==> config.mk <==
export PLATFORM = sky130hd
export DESIGN_NAME = spi_controller
export DESIGN_NICKNAME = d
export VERILOG_FILES = /design/src/rtl/spi_controller.sv
export SDC_FILE = /design/constraint.sdc
export NUM_CORES = 1
export LEC_CHECK = 0
export CELL_PAD_IN_SITES_DETAIL_PLACEMENT = 0
export CELL_PAD_IN_SITES_GLOBAL_PLACEMENT = 2
export CORE_MARGIN = 10
export CORE_UTILIZATION = 36
export DETAILED_ROUTE_END_ITERATION = 6
export MAX_ROUTING_LAYER = met4
export PLACE_DENSITY_LB_ADDON = 0.1
export SYNTH_ARGS = -nofsm -noshare
export SYNTH_HDL_FRONTEND = slang
export SYNTH_SLANG_ARGS = --single-unit
==> constraint.sdc <==
create_clock -name clk -period 4.5 [get_ports clk]
set_clock_uncertainty 0.2 [all_clocks]
set_input_delay 0.9 -clock clk [delete_from_list [all_inputs] [get_ports clk]]
set_output_delay 0.9 -clock clk [all_outputs]
set_load 0.02 [all_outputs]
run_1/pdn.png
Scale bar: 20 µm. Pins as bars on the die edge.
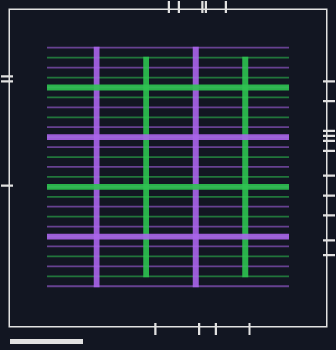
| colour | net |
|---|---|
| green | VDD |
| purple | VSS |
met4 straps: 4
signal pins: 23
rows: 24
met5 straps: 4
area of the core: 4320 µm²
die extent in x: 86.5 µm
worst vdd rail ir drop: 0.229 mV
DIE HEIGHT: 86.5 µm

run_1/cell_classes.png
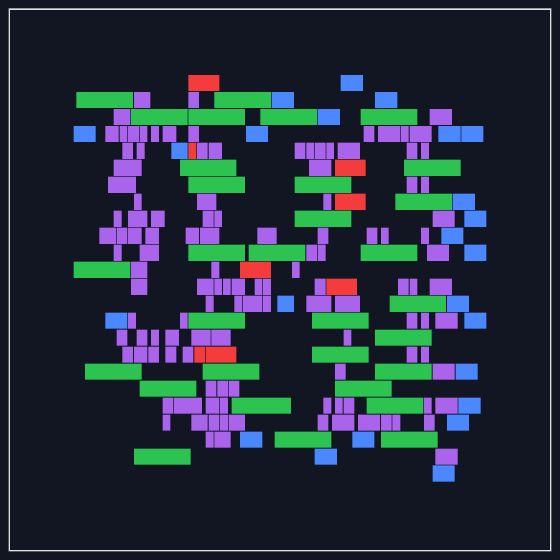
| colour | class | cells |
|---|---|---|
| red | clock drivers and dummy loads | 8 |
| blue | other buffers and delay cells | 24 |
| green | flip-flops | 31 |
| purple | all other logic | 123 |
fraction of area in registers: 0.408
std cell rows: 24

run_1/clock_map.png
Scale bar: 20 µm.
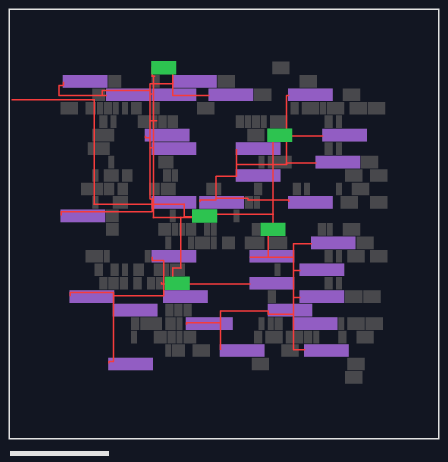
[red] clock wires | length: 455 µm
[green] cells driving clock nets | count: 5
[purple] flip-flops | count: 31
routed clock nets: 6
Power Clock: 0.000226 W
relative contribution of the clock network to total power: 0.202
Clock Latency Late Sink: 0.29 ns

==> results.toml, run 1 <==
# flow metrics
[status]
result_of_the_run = "completed"

[synthesis]
post_synth_fa_ha_maj_area_fraction = 0.0236
synth.yosys.seq_area_share = 0.488
yosys.area_share.simple = 0.165
xor_xnor_share_of_the_synthesized_area = 0
aoi_share = 0.167
synthesized_nets = 186

[global_routing]
number_of_global_route_vias_before_repair = 1186
grt_start_max_net_pins = 33
wire_length_of_the_first_global_routing_pass_mm = 5.63

[setup_path]
cp_data_arrival_time_ns = 1.41
timing.critical_path.depth = 1
crit_path_cell_trace = "clkdlybuf4s50_1"
worstPathBufferInverterCount = 1

[floorplan]
io_pins = 23
floorplanUtilization = 0.368

[clock_tree]
max_buffers_root_to_sink = 2
clk_pin_slew_ns = 0.06
post_cts_hold_fix_bufs = 0
tritoncts = "built"

[timing]
finalClockPeriodUsage = 0.558
timing.slew.headroom = 0.283
clock.fmax_mhz = 398
min_period_ns = 2.51

[routing]
dr.pass1.iters = 4
viasPerCell = 5.18
drt_iter0_markers = 64
postRouteAntennaNets = 0

[run]
stage_log_warnings = 27

[cells_and_area]
fill_cells = 424
postLayoutCoreUtil = 0.440
logic_area_um2 = 721
area.sequential_um2 = 777
nNetsFinal = 206
final_layout_size_suffix_gt1_frac = 0.0806
largest_reg_flops = 16

[placed_design]
place.gp.congestion = 0.758
postPlaceCellArea_um2 = 1810
numPortBuffers = 22

[hold_path]
min-delay-path-class = "flip-flop to flip-flop"
==> run 1: tightest hold or removal path: stages (launching register included) <==
cell and delay, ns:
dfrtp_1 0.34, nand2_1 0.05, o21ai_1 0.06
==> run 1: power breakdown <==
part	total, W	switching, W	leakage (nW)	internal, W
Combinational	0.000423	0.000231	0.453	0.000192
Clock	0.000226	0.000102	0.0482	0.000123
Sequential	0.000470	0.0000835	0.380	0.000386
Total	0.00112	0.000417	0.882	0.000702
==> run 1: cells in the mapped netlist, drive strengths merged <==
cell type  instances  area [µm²]
nor3               2        10.0
nor4               2        12.5
or2                1        6.26
o211ai             1        7.51
o22ai              1        6.26
and3b              1        8.76
buf                7        65.1
a22oi              1        7.51
mux2               1        11.3
o31ai              2        15.0
and3               2        12.5
a311oi             1        8.76
or3                1        6.26
dfstp              1        26.3
a221oi             1        8.76
a21oi              8        40.0
nor2b              2        12.5
nand3b             1        7.51
o21ai             23         115
inv                4        15.0
dfrtp             30         751
a211oi             3        22.5
a41oi              1        8.76
nand2b             2        12.5
a31o               1        8.76
or3b               1        8.76
clkbuf             4        17.5
nor2              13        56.3
o21a               1        7.51
mux2i             14         140
a211o              1        8.76
nand2             25        93.8
nand3              3        15.0
ha                 3        37.5
==> run 1: metal layers <==
layer | GRT usage | share of wire | routed length (µm)
met1 | 0.110 | 0.46 | 1550
met2 | 0.148 | 0.46 | 1560
met3 | 0.0300 | 0.058 | 196
met4 | 0.0486 | 0.018 | 59
met5 | - | 0 | 0
==> run 1: area by class of cell <==
type,instances,area share
clock buffers,7,0.0453
clock inverters,1,0.00263
inverters,4,0.00788
multi-input cells,119,0.378
flip-flops and latches,31,0.408
well taps,52,0.0342
repair buffers,24,0.124
==> run 1: kinds of logic (layout without fill, tap and decap cells) <==
group / after synthesis / in the layout
compound gates: 45 / 45
flops: 31 / 31
buf+inv: 15 / 36
simple gates: 56 / 56
fa+ha+maj: 3 / 3
mux: 15 / 15
==> run 1: through the flow <==
step | worst slack [ns] | power [W] | cells
floorplan | 2.61 | 0.000819 | 165
detailed placement | 1.80 | 0.000904 | 230
global route | 1.96 | 0.00122 | 238
finish | 1.99 | 0.00112 | 238
CTS | 1.97 | 0.00113 | 238
global placement | 1.86 | 0.000893 | 230
==> run 1: layout by cell type, fill, tap and decap left out, types with 2 or more instances in the layout <==
cell type        Yosys  layout
nand3_1              3       3
nor2_1              12      12
nor2b_1              2       2
a21oi_1              8       8
o31ai_1              2       2
buf_4                1       2
ha_1                 3       3
nor4_1               2       2
nand2_1             25      25
clkbuf_8             0       6
dfrtp_1             30      30
o21ai_1             12      11
nor3_1               2       2
mux2i_1             14      14
nand2b_1             2       2
clkdlybuf4s50_1      0      22
and3_1               2       2
a211oi_1             3       3
inv_1                4       4
o21ai_0             11      11
==> run 2: changes to the inputs <==
--- a/config.mk
+++ b/config.mk
@@ -8,7 +8,7 @@
 export CELL_PAD_IN_SITES_DETAIL_PLACEMENT = 0
 export CELL_PAD_IN_SITES_GLOBAL_PLACEMENT = 2
 export CORE_MARGIN = 10
-export CORE_UTILIZATION = 36
+export CORE_UTILIZATION = 33
 export DETAILED_ROUTE_END_ITERATION = 6
 export MAX_ROUTING_LAYER = met4
 export PLACE_DENSITY_LB_ADDON = 0.1
==> constraint.sdc (replaced) <==
create_clock -name clk -period 2.45 [get_ports clk]
set_clock_uncertainty 0.2 [all_clocks]
set_input_delay 0.49 -clock clk [delete_from_list [all_inputs] [get_ports clk]]
set_output_delay 0.49 -clock clk [all_outputs]
set_load 0.02 [all_outputs]
run_2/clock_map.png
Scale bar: 20 µm.
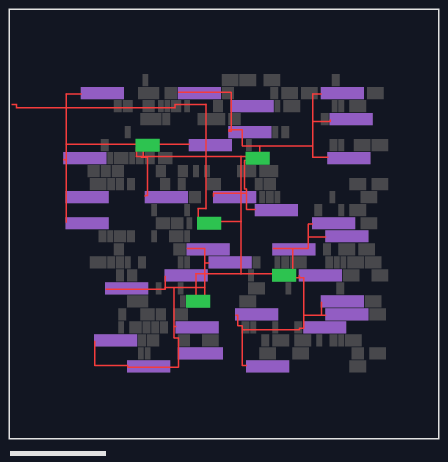
Power Clock: 0.000378 W
Clock Latency Late Sink: 0.28 ns
relative contribution of the clock network to total power: 0.184

run_2/final_clocks.png
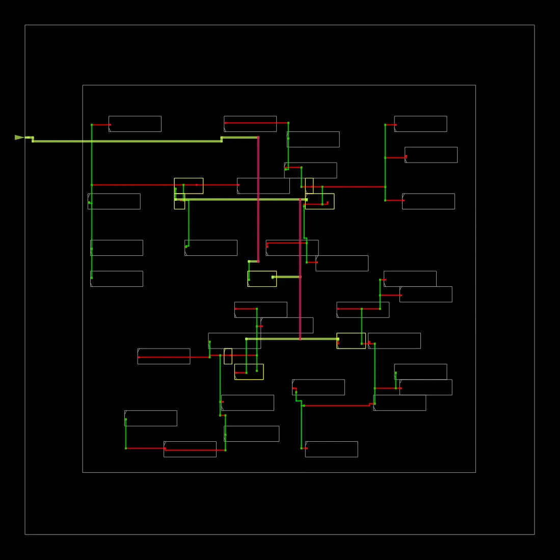
seq_cells: 31
clock buffer instance count of the final layout: 7
CTS Sinks: 31

==> results.toml, run 2 <==
# flow metrics
[placed_design]
placed_cells_incl_taps = 236
place.gp.congestion = 0.716
numPortBuffers = 22

[clock_tree]
clk_pin_slew_ns = 0.06

[status]
result_of_the_run = "completed"

[setup_path]
crit_path_cell_trace = "clkdlybuf4s50_1"
worstPathBufferInverterCount = 1

[synthesis]
synth_top_area_share = 0.472
synth.yosys.seq_area_share = 0.488
post_synth_main_area_contributors = "dfrtp_1 47%, mux2i_1 8.8%, nand2_1 5.9%"
post_synth_most_frequent_cells = "30 x dfrtp_1, 25 x nand2_1, 14 x mux2i_1, 12 x nor2_1, 12 x o21ai_1"
synthArstFlopShare = 1.00

[cells_and_area]
mostFrequentLayoutCells = "30 x dfrtp_1, 25 x nand2_1, 22 x clkdlybuf4s50_1, 14 x mux2i_1, 12 x nor2_1"
layout.cells.non_filler = 244
final_layout_size_suffix_gt1_frac = 0.0947
nNetsFinal = 210
fill_cells = 484
largest_reg_flops = 16
most_frequent_standard_cell_in_the_layout_excluding_fill_and_tap_cells = "dfrtp_1"

[routing]
postRouteAntennaNets = 0
dr.pass1.iters = 4
drt_iter0_markers = 44
viasPerCell = 5.10

[timing]
finalClockPeriodUsage = 0.854
worst_slack_ns = 0.357
min_period_ns = 2.09
timing.slew.headroom = 0.541

[global_routing]
number_of_global_route_vias_before_repair = 1288
wire_length_of_the_first_global_routing_pass_mm = 6.15

[power_and_ir_drop]
vdd_drop_max_mv = 0.401
power.net_switching_w = 0.000771
power.share.combinational = 0.399

[floorplan]
floorplanUtilization = 0.339
placement_rows = 25
core-area_um2 = 4690
run_2/metal_stack.png
Scale bar: 20 µm.
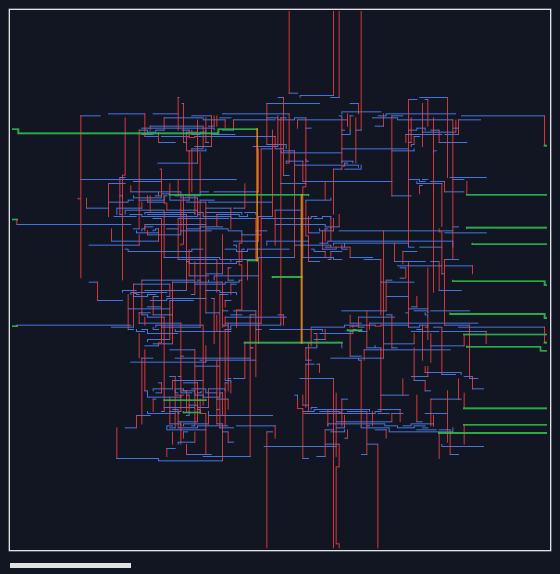
| colour | layer | wire length |
|---|---|---|
| orange | met4 | 46.2 µm |
| green | met3 | 244 µm |
| red | met2 | 1550 µm |
| blue | met1 | 1680 µm |
final wirelength: 3.52 mm
wire length per cell: 14.4 µm
global-route usage over all layers: 0.101
DR vias: 1245

-- run 2: cell counts after synthesis --
Identical to the previous run, type by type.
-- run 2: stage by stage --
stage	instance area (µm²)	total power, W
3_3_place_gp	1850	0.00166
5_1_grt	1930	0.00225
2_1_floorplan	1590	0.00150
4_1_cts	1930	0.00208
6_report	1930	0.00205
3_5_place_dp	1850	0.00169
-- run 2: cell type report --
class                   instances  area [µm²]  area share
flip-flops and latches         31         777       0.402
multi-input cells             119         728       0.376
clock inverters                 1        5.00     0.00259
inverters                       4        15.0     0.00776
clock buffers                   7        76.3      0.0395
well taps                      54        67.6      0.0349
repair buffers                 28         265       0.137
-- run 2: power by group through the flow --
| stage | logic (W) | clock network [W] | registers, W |
|---|---|---|---|
| 5_1_grt | 0.000949 | 0.000421 | 0.000884 |
| 6_report | 0.000818 | 0.000378 | 0.000854 |
| 4_1_cts | 0.000827 | 0.000399 | 0.000853 |
| 3_5_place_dp | 0.000826 | 0 | 0.000860 |
| 2_1_floorplan | 0.000674 | 0 | 0.000831 |
| 3_3_place_gp | 0.000799 | 0 | 0.000857 |
-- run 2: cell families after synthesis --
group	Yosys count	synth area share
adders and majority gates	3	0.0236
DFF	31	0.488
and+or+nand+nor	56	0.165
muxes	15	0.0951
AOI/OAI and AO/OA	45	0.167
buffers and inverters	15	0.0613
-- run 2: metal layers --
| layer | global-route usage | vias to the layer above | routed length [µm] | part of all wire |
|---|---|---|---|---|
| met1 | 0.118 | 589 | 1680 | 0.48 |
| met5 | - | - | 0 | 0 |
| met3 | 0.0410 | 5 | 244 | 0.069 |
| li1 | - | 624 | - | - |
| met4 | 0.0347 | 0 | 46 | 0.013 |
| met2 | 0.154 | 27 | 1550 | 0.44 |
Power is estimated from default activity; no workload was simulated.
